$ cat src/rtl/onewire_ds18b20_slave.sv
`timescale 1ns/1ps
// onewire_ds18b20_slave: DS18B20 skip-ROM responder (reset/presence, CC, 44, BE).
// Define ONEWIRE_SLAVE_CRC_EN to send the full 9-byte scratchpad with CRC8.
module onewire_ds18b20_slave #(
  parameter int CLK_MHZ      = 27,
  parameter int T_RST_MIN_US = 480,
  parameter int T_PD_WAIT_US = 30,
  parameter int T_PD_LOW_US  = 120,
  parameter int T_SAMPLE_US  = 30,
  parameter int T_RD_HOLD_US = 30
) (
  input  logic        clk,
  input  logic        rst,
  input  logic        dq_in,
  output logic        dq_pull,
  input  logic [15:0] temp_in,
  output logic        conv_pulse,
  output logic        cmd_err,
  output logic        busy
);

  localparam int CW = $clog2((T_RST_MIN_US + 1) * CLK_MHZ + 1);
  localparam logic [CW-1:0] RST_C = CW'(T_RST_MIN_US * CLK_MHZ);
  localparam logic [CW-1:0] SAT_C = CW'((T_RST_MIN_US + 1) * CLK_MHZ);
  localparam logic [CW-1:0] PDW_C = CW'(T_PD_WAIT_US * CLK_MHZ - 1);
  localparam logic [CW-1:0] PDL_C = CW'(T_PD_LOW_US * CLK_MHZ - 1);
  localparam logic [CW-1:0] SMP_C = CW'(T_SAMPLE_US * CLK_MHZ - 1);
  localparam logic [CW-1:0] HLD_C = CW'(T_RD_HOLD_US * CLK_MHZ - 1);
`ifdef ONEWIRE_SLAVE_CRC_EN
  localparam int BW = 7;
  localparam logic [BW-1:0] LAST_BIT = 7'd71;
`else
  localparam int BW = 4;
  localparam logic [BW-1:0] LAST_BIT = 4'd15;
`endif

  typedef enum logic [2:0] {
    IDLE, PD_WAIT, PD_LOW, ROM_CMD, FUNC_CMD, TX, DONE
  } state_t;

  state_t        state_q;
  logic          s1_q, s2_q, prev_q;
  logic [CW-1:0] low_q, cnt_q;
  logic          slot_q;
  logic [6:0]    sh_q;
  logic [2:0]    nb_q;
  logic [BW-1:0] bit_q;
  logic [15:0]   shadow_q;
  logic          pull_q, conv_q, err_q, busy_q;
  logic          fall, rise, bus_rst, rom, tx_bit;
  logic [7:0]    rx_byte;

  assign fall    = prev_q & ~s2_q;
  assign rise    = ~prev_q & s2_q;
  assign bus_rst = rise && (low_q >= RST_C);
  assign rom     = (state_q == ROM_CMD);
  assign rx_byte = {s2_q, sh_q};

`ifdef ONEWIRE_SLAVE_CRC_EN
  logic [7:0] crc_q, crc_d, tx_byte;

  always_comb begin
    unique case (bit_q[6:3])
      4'd0:    tx_byte = shadow_q[7:0];
      4'd1:    tx_byte = shadow_q[15:8];
      4'd2:    tx_byte = 8'h4B;
      4'd3:    tx_byte = 8'h46;
      4'd4:    tx_byte = 8'h7F;
      4'd5:    tx_byte = 8'hFF;
      4'd6:    tx_byte = 8'h0C;
      4'd7:    tx_byte = 8'h10;
      default: tx_byte = crc_q;
    endcase
  end

  assign tx_bit = tx_byte[bit_q[2:0]];
  assign crc_d  = {1'b0, crc_q[7:1]}
                ^ ((crc_q[0] ^ tx_bit) ? 8'h8C : 8'h00);
`else
  assign tx_bit = shadow_q[bit_q];
`endif

  // Sync idles high so a reset release never fakes a bus edge.
  always_ff @(posedge clk or posedge rst) begin
    if (rst) begin
      s1_q   <= 1'b1;
      s2_q   <= 1'b1;
      prev_q <= 1'b1;
      low_q  <= '0;
    end else begin
      s1_q   <= dq_in;
      s2_q   <= s1_q;
      prev_q <= s2_q;
      if (s2_q)
        low_q <= '0;
      else if (low_q != SAT_C)
        low_q <= low_q + CW'(1);
    end
  end

  always_ff @(posedge clk or posedge rst) begin
    if (rst) begin
      state_q  <= IDLE;
      cnt_q    <= '0;
      slot_q   <= 1'b0;
      sh_q     <= '0;
      nb_q     <= '0;
      bit_q    <= '0;
      shadow_q <= 16'h0550;
      pull_q   <= 1'b0;
      conv_q   <= 1'b0;
      err_q    <= 1'b0;
      busy_q   <= 1'b0;
`ifdef ONEWIRE_SLAVE_CRC_EN
      crc_q    <= '0;
`endif
    end else begin
      conv_q <= 1'b0;
      err_q  <= 1'b0;
      if (cnt_q != '1)
        cnt_q <= cnt_q + CW'(1);
      if (bus_rst) begin
        state_q <= PD_WAIT;
        cnt_q   <= '0;
        slot_q  <= 1'b0;
        nb_q    <= '0;
        bit_q   <= '0;
        pull_q  <= 1'b0;
        busy_q  <= 1'b0;
      end else begin
        unique case (state_q)
          PD_WAIT: if (cnt_q == PDW_C) begin
            state_q <= PD_LOW;
            cnt_q   <= '0;
            pull_q  <= 1'b1;
            busy_q  <= 1'b1;
          end
          PD_LOW: if (cnt_q == PDL_C) begin
            state_q <= ROM_CMD;
            pull_q  <= 1'b0;
          end
          ROM_CMD, FUNC_CMD: begin
            if (!slot_q) begin
              if (fall) begin
                slot_q <= 1'b1;
                cnt_q  <= '0;
              end
            end else if (cnt_q == SMP_C) begin
              slot_q <= 1'b0;
              sh_q   <= rx_byte[7:1];
              nb_q   <= nb_q + 3'd1;
              if (nb_q == 3'd7) begin
                unique case (1'b1)
                  rom && rx_byte == 8'hCC: state_q <= FUNC_CMD;
                  !rom && rx_byte == 8'h44: begin
                    shadow_q <= temp_in;
                    conv_q   <= 1'b1;
                    state_q  <= DONE;
                    busy_q   <= 1'b0;
                  end
                  !rom && rx_byte == 8'hBE: begin
                    state_q <= TX;
                    bit_q   <= '0;
`ifdef ONEWIRE_SLAVE_CRC_EN
                    crc_q   <= '0;
`endif
                  end
                  default: begin
                    err_q   <= 1'b1;
                    state_q <= DONE;
                    busy_q  <= 1'b0;
                  end
                endcase
              end
            end
          end
          TX: begin
            if (!slot_q) begin
              if (fall) begin
                slot_q <= 1'b1;
                cnt_q  <= '0;
                pull_q <= ~tx_bit;
              end
            end else if (cnt_q == HLD_C) begin
              slot_q <= 1'b0;
              pull_q <= 1'b0;
              bit_q  <= bit_q + BW'(1);
`ifdef ONEWIRE_SLAVE_CRC_EN
              if (!bit_q[6])
                crc_q <= crc_d;
`endif
              if (bit_q == LAST_BIT) begin
                state_q <= DONE;
                busy_q  <= 1'b0;
              end
            end
          end
          default: ;
        endcase
      end
    end
  end

  assign dq_pull    = pull_q;
  assign conv_pulse = conv_q;
  assign cmd_err    = err_q;
  assign busy       = busy_q;

endmodule

$ cat config.mk
export PLATFORM = sky130hd
export DESIGN_NAME = onewire_ds18b20_slave
export DESIGN_NICKNAME = d
export VERILOG_FILES = /design/src/rtl/onewire_ds18b20_slave.sv
export SDC_FILE = /design/constraint.sdc
export NUM_CORES = 1
export LEC_CHECK = 0
export ABC_AREA = 1
export CAP_MARGIN = 10
export CELL_PAD_IN_SITES_DETAIL_PLACEMENT = 0
export CELL_PAD_IN_SITES_GLOBAL_PLACEMENT = 1
export CORE_UTILIZATION = 40
export DETAILED_ROUTE_END_ITERATION = 10
export PLACE_DENSITY = 0.81
export SLEW_MARGIN = 20
export SYNTH_ARGS = -nofsm -noshare
export SYNTH_HDL_FRONTEND = slang
export SYNTH_SLANG_ARGS = --single-unit
$ cat constraint.sdc
create_clock -name clk -period 2.2 [get_ports clk]
set_clock_uncertainty 0.05 [all_clocks]
set_input_delay 0.55 -clock clk [delete_from_list [all_inputs] [get_ports clk]]
set_output_delay 0.55 -clock clk [all_outputs]
set_load 0.005 [all_outputs]
==> run_1/gates.png <==
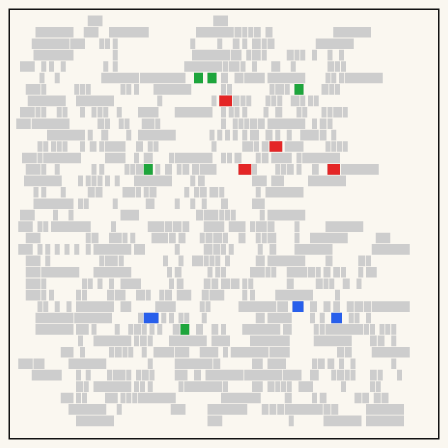
| family | color | cells | most used |
|---|---|---|---|
| and/or cells | green | 5 | or2_2 |
| xor and xnor cells | red | 4 | xor2_1 |
| non-inverting ao/oa cells | blue | 3 | o21a_1 |

==> run_1/util_map.png <==
The die is cut into 10 by 10 equal tiles; white is low, dark blue is high, 0 to 100% covered.
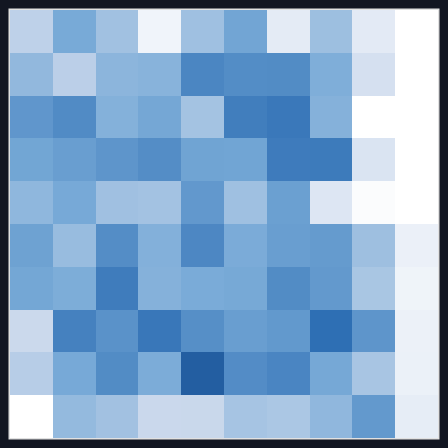
nearly empty tiles: 8.0%
fullest tile: 82%
mean over tiles: 43%
emptiest ninth of the die: north-east
tiles over 75% full: 1.0%

==> run_1/m2.png <==
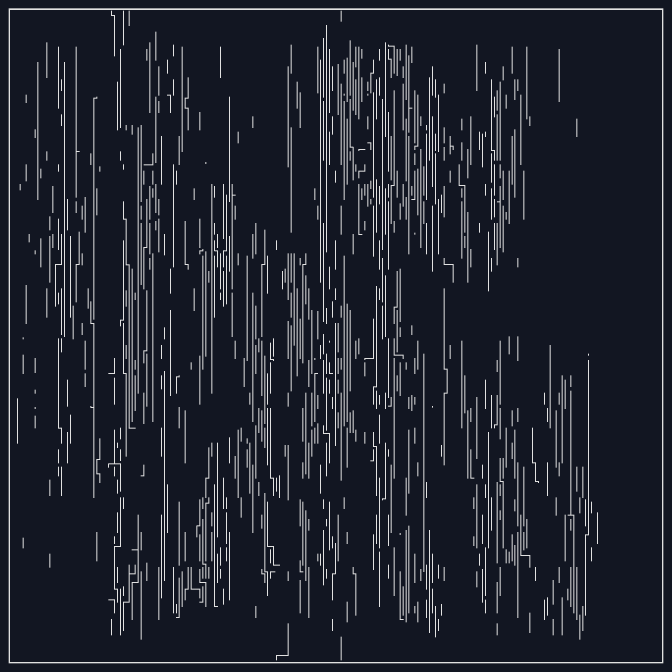
nets with wire on the layer: 456
longest straight run: 42.8 µm

==> run summary, run 1 <==
flow finished, numbers: status complete, but fails checks, failing checks design-rule violations, Via-to-Cell Ratio 4.815, Hold Crit Class reg -> reg, Top Layout Cells nand2_1 (178), dfrtp_1 (62), inv_1 (57), drt drc 1, Worst R2R Setup Slack 0.26 ns, initial antenna violation count 0, antenna diode count 0, post-DR wirelength/cell 11.81 µm, Top cell excl fill/tap nand2_1, Clock Sink Count approximately 69, met3 global-route usage 3.352%, GR Layer Usage met1 23.20%, Adder Area Share under 10%, Min Hold Slack 0.3026 ns, # Cells Yosys around 540, sequential standard cell area 1735 µm², area of the multi-input gates 1919 µm², Setup WS pre-CTS 0.2796 ns, net load switching power 0.0005538 W, Nets 596, routed length on met1 approximately 4000 µm, Die X-Extent just over 100 µm, Max VDD drop 0.2483 mV, Cells after Synth 540, Tcrit/Tclk final 88.09%, Top class by area logic gates, unrepaired setup endpoints after global routing false, pin count of the biggest net entering global routing 70, Comb gates 394, Main logic family simple AND/OR/NAND/NOR gates, NonClk Buf Share 6.076%, Pwr Density 537.5 nW/µm², worst path required time 2.42 ns, All-Layer GR Usage 18.47%, yosys simple share approximately 36%, Buffers, non-clock 28, critical path's most frequent cell nand2_1, grt ovf 0
==> run 2, diff against run 1 <==
--- a/config.mk
+++ b/config.mk
@@ -6,10 +6,10 @@
 export NUM_CORES = 1
 export LEC_CHECK = 0
 export ABC_AREA = 1
-export CAP_MARGIN = 10
 export CELL_PAD_IN_SITES_DETAIL_PLACEMENT = 0
 export CELL_PAD_IN_SITES_GLOBAL_PLACEMENT = 1
 export CORE_UTILIZATION = 40
+export CTS_CLUSTER_DIAMETER = 150
 export DETAILED_ROUTE_END_ITERATION = 10
 export PLACE_DENSITY = 0.81
 export SLEW_MARGIN = 20
==> run_2/layers.png <==
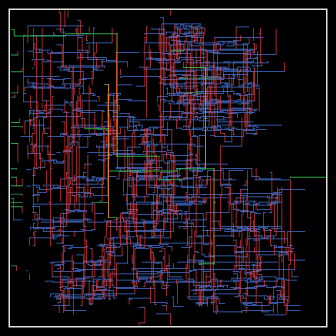
| layer | color | wire length |
|---|---|---|
| M1 | blue | 4010 µm |
| M4 | orange | 146 µm |
| M3 | green | 190 µm |
| M2 | red | 4020 µm |

==> run 2 against run 1 <==
Compared with the run above: global-route usage did not move; area after synthesis did not move; clock power about the same; synthesized cell count is the same; die size stayed put; wire length unchanged; the flow still finishes with violations (design-rule violations); sequential share of layout area did not move; critical path depth unchanged; worst hold slack unchanged.
==> run summary, run 2 <==
flow finished, numbers: Top class by area logic gates, Worst R2R Setup Slack 0.26 ns, drt drc 1, Buffers, non-clock 28, Main logic family simple AND/OR/NAND/NOR gates, NonClk Buf Share 6.076%, Clock Sink Count 69, routed length on met1 4006 µm, worst path required time 2.42 ns, net load switching power ~0.00055 W, Top Layout Cells nand2_1 (178), dfrtp_1 (62), inv_1 (57), Setup WS pre-CTS 0.2796 ns, sequential standard cell area 1735 µm², Cells after Synth 540, Hold Crit Class reg -> reg, Comb gates between 300 and 400, Die X-Extent 101.9 µm, Min Hold Slack 0.3026 ns, Adder Area Share 2.196%, met3 global-route usage ~3.4%, yosys simple share 35.70%, Pwr Density 537.5 nW/µm², All-Layer GR Usage between 10% and 20%, Top cell excl fill/tap nand2_1, # Cells Yosys around 540, Nets 596, status complete, but fails checks, Tcrit/Tclk final 88.09%, antenna diode count 0, pin count of the biggest net entering global routing 70, failing checks design-rule violations
No activity file was given, so power comes from the tool's default toggle rates.
